**config.mk**
```make
export PLATFORM = sky130hd
export DESIGN_NAME = vu_bar_renderer
export DESIGN_NICKNAME = d
export VERILOG_FILES = /design/src/rtl/vu_bar_renderer.sv
export SDC_FILE = /design/constraint.sdc
export NUM_CORES = 1
export LEC_CHECK = 0
export ABC_AREA = 1
export ABC_CLOCK_PERIOD_IN_PS = 4800
export CAP_MARGIN = 10
export CORE_UTILIZATION = 45
export DETAILED_ROUTE_END_ITERATION = 10
export PLACE_DENSITY = 0.64
export REMOVE_ABC_BUFFERS = 1
export SYNTH_ARGS = -nofsm -noshare
export SYNTH_HDL_FRONTEND = slang
export SYNTH_SLANG_ARGS = --single-unit
```
**constraint.sdc**
```tcl
create_clock -name pixel_clock -period 4.8 [get_ports pixel_clock]
set_clock_uncertainty 0.15 [all_clocks]
set_input_delay 0.72 -clock pixel_clock [delete_from_list [all_inputs] [get_ports pixel_clock]]
set_output_delay 0.72 -clock pixel_clock [all_outputs]
set_load 0.01 [all_outputs]
```
**src/rtl/vu_bar_renderer.sv**
```systemverilog
// rtl/vu_bar_renderer.sv - horizontal VU bar with peak-hold marker overlaid on a video raster
// Per-frame level capture, peak hold/decay, and a 2-stage pixel classify/colour pipeline.
module vu_bar_renderer #(
  parameter int BAR_TOP     = 200,
  parameter int BAR_BOT     = 280,
  parameter int GREEN_END   = 384,
  parameter int YELLOW_END  = 512,
  parameter int HOLD_FRAMES = 30,
  parameter int DECAY       = 2,
  parameter bit V_POL       = 1'b0
) (
  input  logic       pixel_clock,
  input  logic       reset,
  input  logic       h_sync_in,
  input  logic       v_sync_in,
  input  logic       disp_enable,
  input  logic [9:0] row,
  input  logic [9:0] column,
  input  logic [7:0] level,
  input  logic       level_valid,
  output logic       h_sync_out,
  output logic       v_sync_out,
  output logic [3:0] red,
  output logic [3:0] green,
  output logic [3:0] blue
);

  typedef enum logic [2:0] {
    C_BLANK,
    C_BG,
    C_TRACK,
    C_BAR,
    C_MARKER
  } pix_class_t;

  localparam logic [9:0] L_BAR_TOP    = 10'(BAR_TOP);
  localparam logic [9:0] L_BAR_BOT    = 10'(BAR_BOT);
  localparam logic [9:0] L_GREEN_END  = 10'(GREEN_END);
  localparam logic [9:0] L_YELLOW_END = 10'(YELLOW_END);
  localparam logic [7:0] L_HOLD       = 8'(HOLD_FRAMES);
  localparam logic [7:0] L_DECAY      = 8'(DECAY);

  logic [1:0]  r_hs;
  logic [1:0]  r_vs;
  logic [7:0]  r_acc;
  logic [7:0]  r_cur;
  logic [7:0]  r_peak;
  logic [7:0]  r_hold;
  logic        r_fs_d;
  pix_class_t  r_class;
  logic [9:0]  r_col;
  logic [3:0]  r_red;
  logic [3:0]  r_green;
  logic [3:0]  r_blue;

  logic        w_fs;
  logic [9:0]  w_bar_len;
  logic [9:0]  w_peak_len;
  logic [9:0]  w_mark_lo;
  pix_class_t  w_class;

  // r_vs[0] doubles as the registered v_sync used for frame-start detection
  always_ff @(posedge pixel_clock or posedge reset) begin
    if (reset) begin
      r_hs <= 2'b11;
      r_vs <= {2{~V_POL}};
    end else begin
      r_hs <= {r_hs[0], h_sync_in};
      r_vs <= {r_vs[0], v_sync_in};
    end
  end

  assign w_fs       = (r_vs[0] == V_POL) && (r_vs[1] != V_POL);
  assign h_sync_out = r_hs[1];
  assign v_sync_out = r_vs[1];

  always_ff @(posedge pixel_clock or posedge reset) begin
    if (reset) begin
      r_acc  <= 8'd0;
      r_cur  <= 8'd0;
      r_peak <= 8'd0;
      r_hold <= 8'd0;
      r_fs_d <= 1'b0;
    end else begin
      r_fs_d <= w_fs;
      if (w_fs) begin
        r_cur <= r_acc;
        r_acc <= level_valid ? level : 8'd0;
      end else if (level_valid && (level > r_acc)) begin
        r_acc <= level;
      end
      if (r_fs_d) begin
        if (r_cur >= r_peak) begin
          r_peak <= r_cur;
          r_hold <= L_HOLD;
        end else if (r_hold != 8'd0) begin
          r_hold <= r_hold - 8'd1;
        end else begin
          r_peak <= (r_peak > L_DECAY) ? (r_peak - L_DECAY) : 8'd0;
        end
      end
    end
  end

  // 2.5x scaling maps 0..255 onto columns 0..637
  assign w_bar_len  = {1'b0, r_cur, 1'b0} + {3'b000, r_cur[7:1]};
  assign w_peak_len = {1'b0, r_peak, 1'b0} + {3'b000, r_peak[7:1]};
  assign w_mark_lo  = (w_peak_len < 10'd2) ? 10'd0 : (w_peak_len - 10'd2);

  always_comb begin
    w_class = C_BLANK;
    if (!disp_enable) begin
      w_class = C_BLANK;
    end else if ((row < L_BAR_TOP) || (row >= L_BAR_BOT)) begin
      w_class = C_BG;
    end else if ((r_peak != 8'd0) && (column >= w_mark_lo) && (column <= w_peak_len)) begin
      w_class = C_MARKER;
    end else if (column < w_bar_len) begin
      w_class = C_BAR;
    end else begin
      w_class = C_TRACK;
    end
  end

  always_ff @(posedge pixel_clock or posedge reset) begin
    if (reset) begin
      r_class <= C_BLANK;
      r_col   <= 10'd0;
      r_red   <= 4'h0;
      r_green <= 4'h0;
      r_blue  <= 4'h0;
    end else begin
      r_class <= w_class;
      r_col   <= column;
      case (r_class)
        C_TRACK: {r_red, r_green, r_blue} <= 12'h222;
        C_MARKER: {r_red, r_green, r_blue} <= 12'hFFF;
        C_BAR: begin
          if (r_col < L_GREEN_END) begin
            {r_red, r_green, r_blue} <= 12'h0F0;
          end else if (r_col < L_YELLOW_END) begin
            {r_red, r_green, r_blue} <= 12'hFF0;
          end else begin
            {r_red, r_green, r_blue} <= 12'hF00;
          end
        end
        default: {r_red, r_green, r_blue} <= 12'h000;
      endcase
    end
  end

  assign red   = r_red;
  assign green = r_green;
  assign blue  = r_blue;

endmodule

```
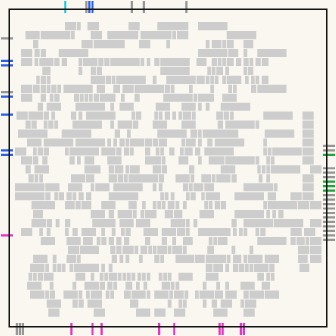
**Above:** ports around the boundary.
Pins as bars across the die edge, other pins in grey.
cyan -> reset  # pins 1, direction input, edge top
green -> blue  # pins 4, direction output, edge right
magenta -> column  # pins 10, direction input, edge 9 bottom, 1 left
blue -> level  # pins 8, direction input, edge 6 left, 2 top
floorplan die height: 96.0 µm
number of buffer cells added on primary ports: 44

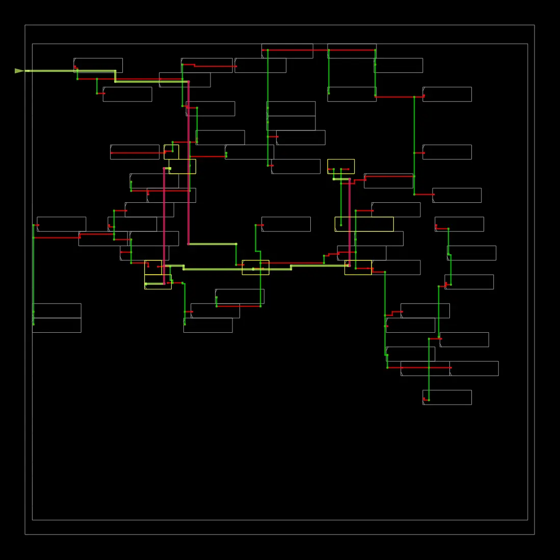
**Above:** the clock network.
Insertion Delay late pin: 0.31 ns
count of clock buffers in the final design: 5
Clk power: 0.300 mW
Flop Count: 49
Inserted Clock Buffers: 5

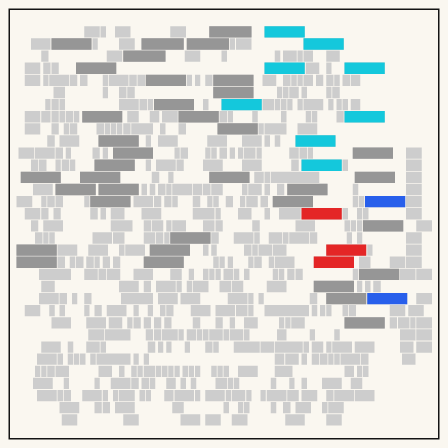
**Above:** register map, names as in the netlist.
Other sequential cells in the stronger grey, the rest of the logic in the fainter grey.
red -> r_col  # flops 3
cyan -> r_hold  # flops 8, where upper right
blue -> blue  # flops 2
not coloured = 36
area taken by flip-flops and latches: 1230 µm²
register share of the cell area: 26.7%
Seq group: 0.612 mW

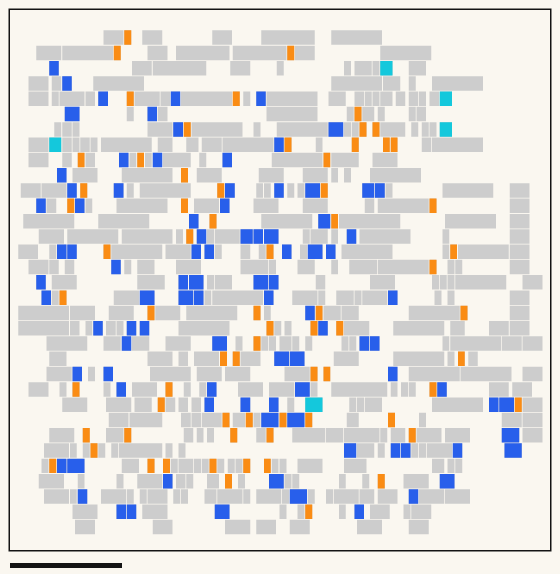
**Above:** logic cells by family.
Bar = 20 µm.
orange -> inverters  # cells 69, most used inv_1
blue -> inverting AOI/OAI gates  # cells 93, most used a21oi_1
cyan -> AND and OR gates  # cells 5, most used or2_2

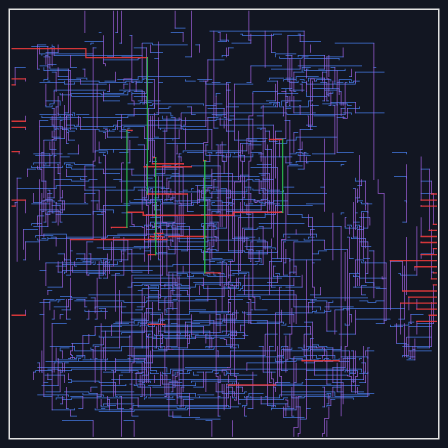
**Above:** signal wires by layer.
green -> metal 4  # wire length 116 µm
red -> metal 3  # wire length 254 µm
purple -> metal 2  # wire length 3,740 µm
blue -> metal 1  # wire length 4,180 µm
overall fraction of global-route tracks in use: 19.9%
Avg WL per Cell: 12.9 µm
post-detailed-routing wire length: 8.29 mm

==> results.cfg <==
; flow metrics
[run_status]
outcome = completed

[pwr]
power.sequential.fraction_pct = 21.6
leakage_nw = 2.24
irDropWorstVdd_mv = 0.578
power_density_nw_per_um2 = 616
cell_internal_pwr_mw = 1.40

[setup_path]
crit_cells = 21
critPathMaxFanout = 5
critical-path-slowest-cell = fa_1
worst-endpoint-arrival_ns = 3.96
destination_of_the_worst_register_to_register_timing_path = r_class[0]
setup.worst_path.start = r_peak[0]
critical_path_buf_inv_count = 3
regToRegSetupSlack_ns = 0.90
critical_path.endpoint = r_class[0]
timing.critical_path.required_ns = 4.86
worstPathCellList = ha_1, inv_1, fa_1, ha_1, inv_1, nor3_2, nand3_1, nor2_1, nand2_1, o21ai_1, nand2_1, ha_1, nand2_1, nor2_1, o211ai_1, o2111ai_1, o31ai_1, inv_1, nand2_1, nand2_1, a21oi_1
critical_path_start_type = register

[synth]
top_cell = nand2_1
and_or_or_and_share_of_the_synthesized_area_pct = 14.1
logic_family = simple AND/OR/NAND/NOR gates
synth_stat.cells = 496
synth_flop_count = 49
synthesized_area_um2 = 3980
post_synth_fa_ha_maj_area_fraction_pct = 19.9
post_synth_mux_area_share_pct = 0
synthesis.area_per_instance_um2 = 8.02
post_synth_num_cell_types = 46
post_synth_edffs = 0

[routing]
met3WireLength_um = 253
topRoutingLayerUsed = met4
route.layer.met1.wl_mm = 4.18
wl_met2_mm = 3.74
via_count = 3314

[timing]
worst_max_slew_pin_slew_ns = 0.989
setup_ws_ns = 0.899
finalClockPeriodUsage_pct = 81.3
slew_headroom_pct = 34.0

[final_layout]
dominant_cells = multi-input combinational cells
area_growth_syn_to_layout_pct = 15.7
mi_logic_area_um2 = 2430
layout.clock.cell_area_share_pct = 2.50
nonClockBufferCount = 44
most_instantiated_logic_cell_after_routing = nand2_1
antenna-diode-count = 0
nNetsFinal = 633
design_area_um2 = 4600
layout_top_cells = 93 x nand2_1, 67 x inv_1, 60 x ha_1
layoutNonFillerInstCount = 643

[flow_run]
openroad.warnings = 29

[die]
n_tap_cell = 105
die_area_um2 = 9220
pin_count = 48
fp-row-count = 33

[hold_path]
worst_hold_path.num_cells = 0
timing.hold.worst.class = reg -> reg

[global_routing]
first_global_vias = 3111
grt_pass1_wl_mm = 14.2
grt_max_degree = 50
antenna_found_initial = 0

[placed_design]
placed_cells = 635
placed_cell_area_um2 = 4490

[clocking]
clk_pin_slew_ns = 0.10
cts-hold-fix-buffers = 0
clock-root-buffer = clkbuf_8
Power is estimated from default activity; no workload was simulated.
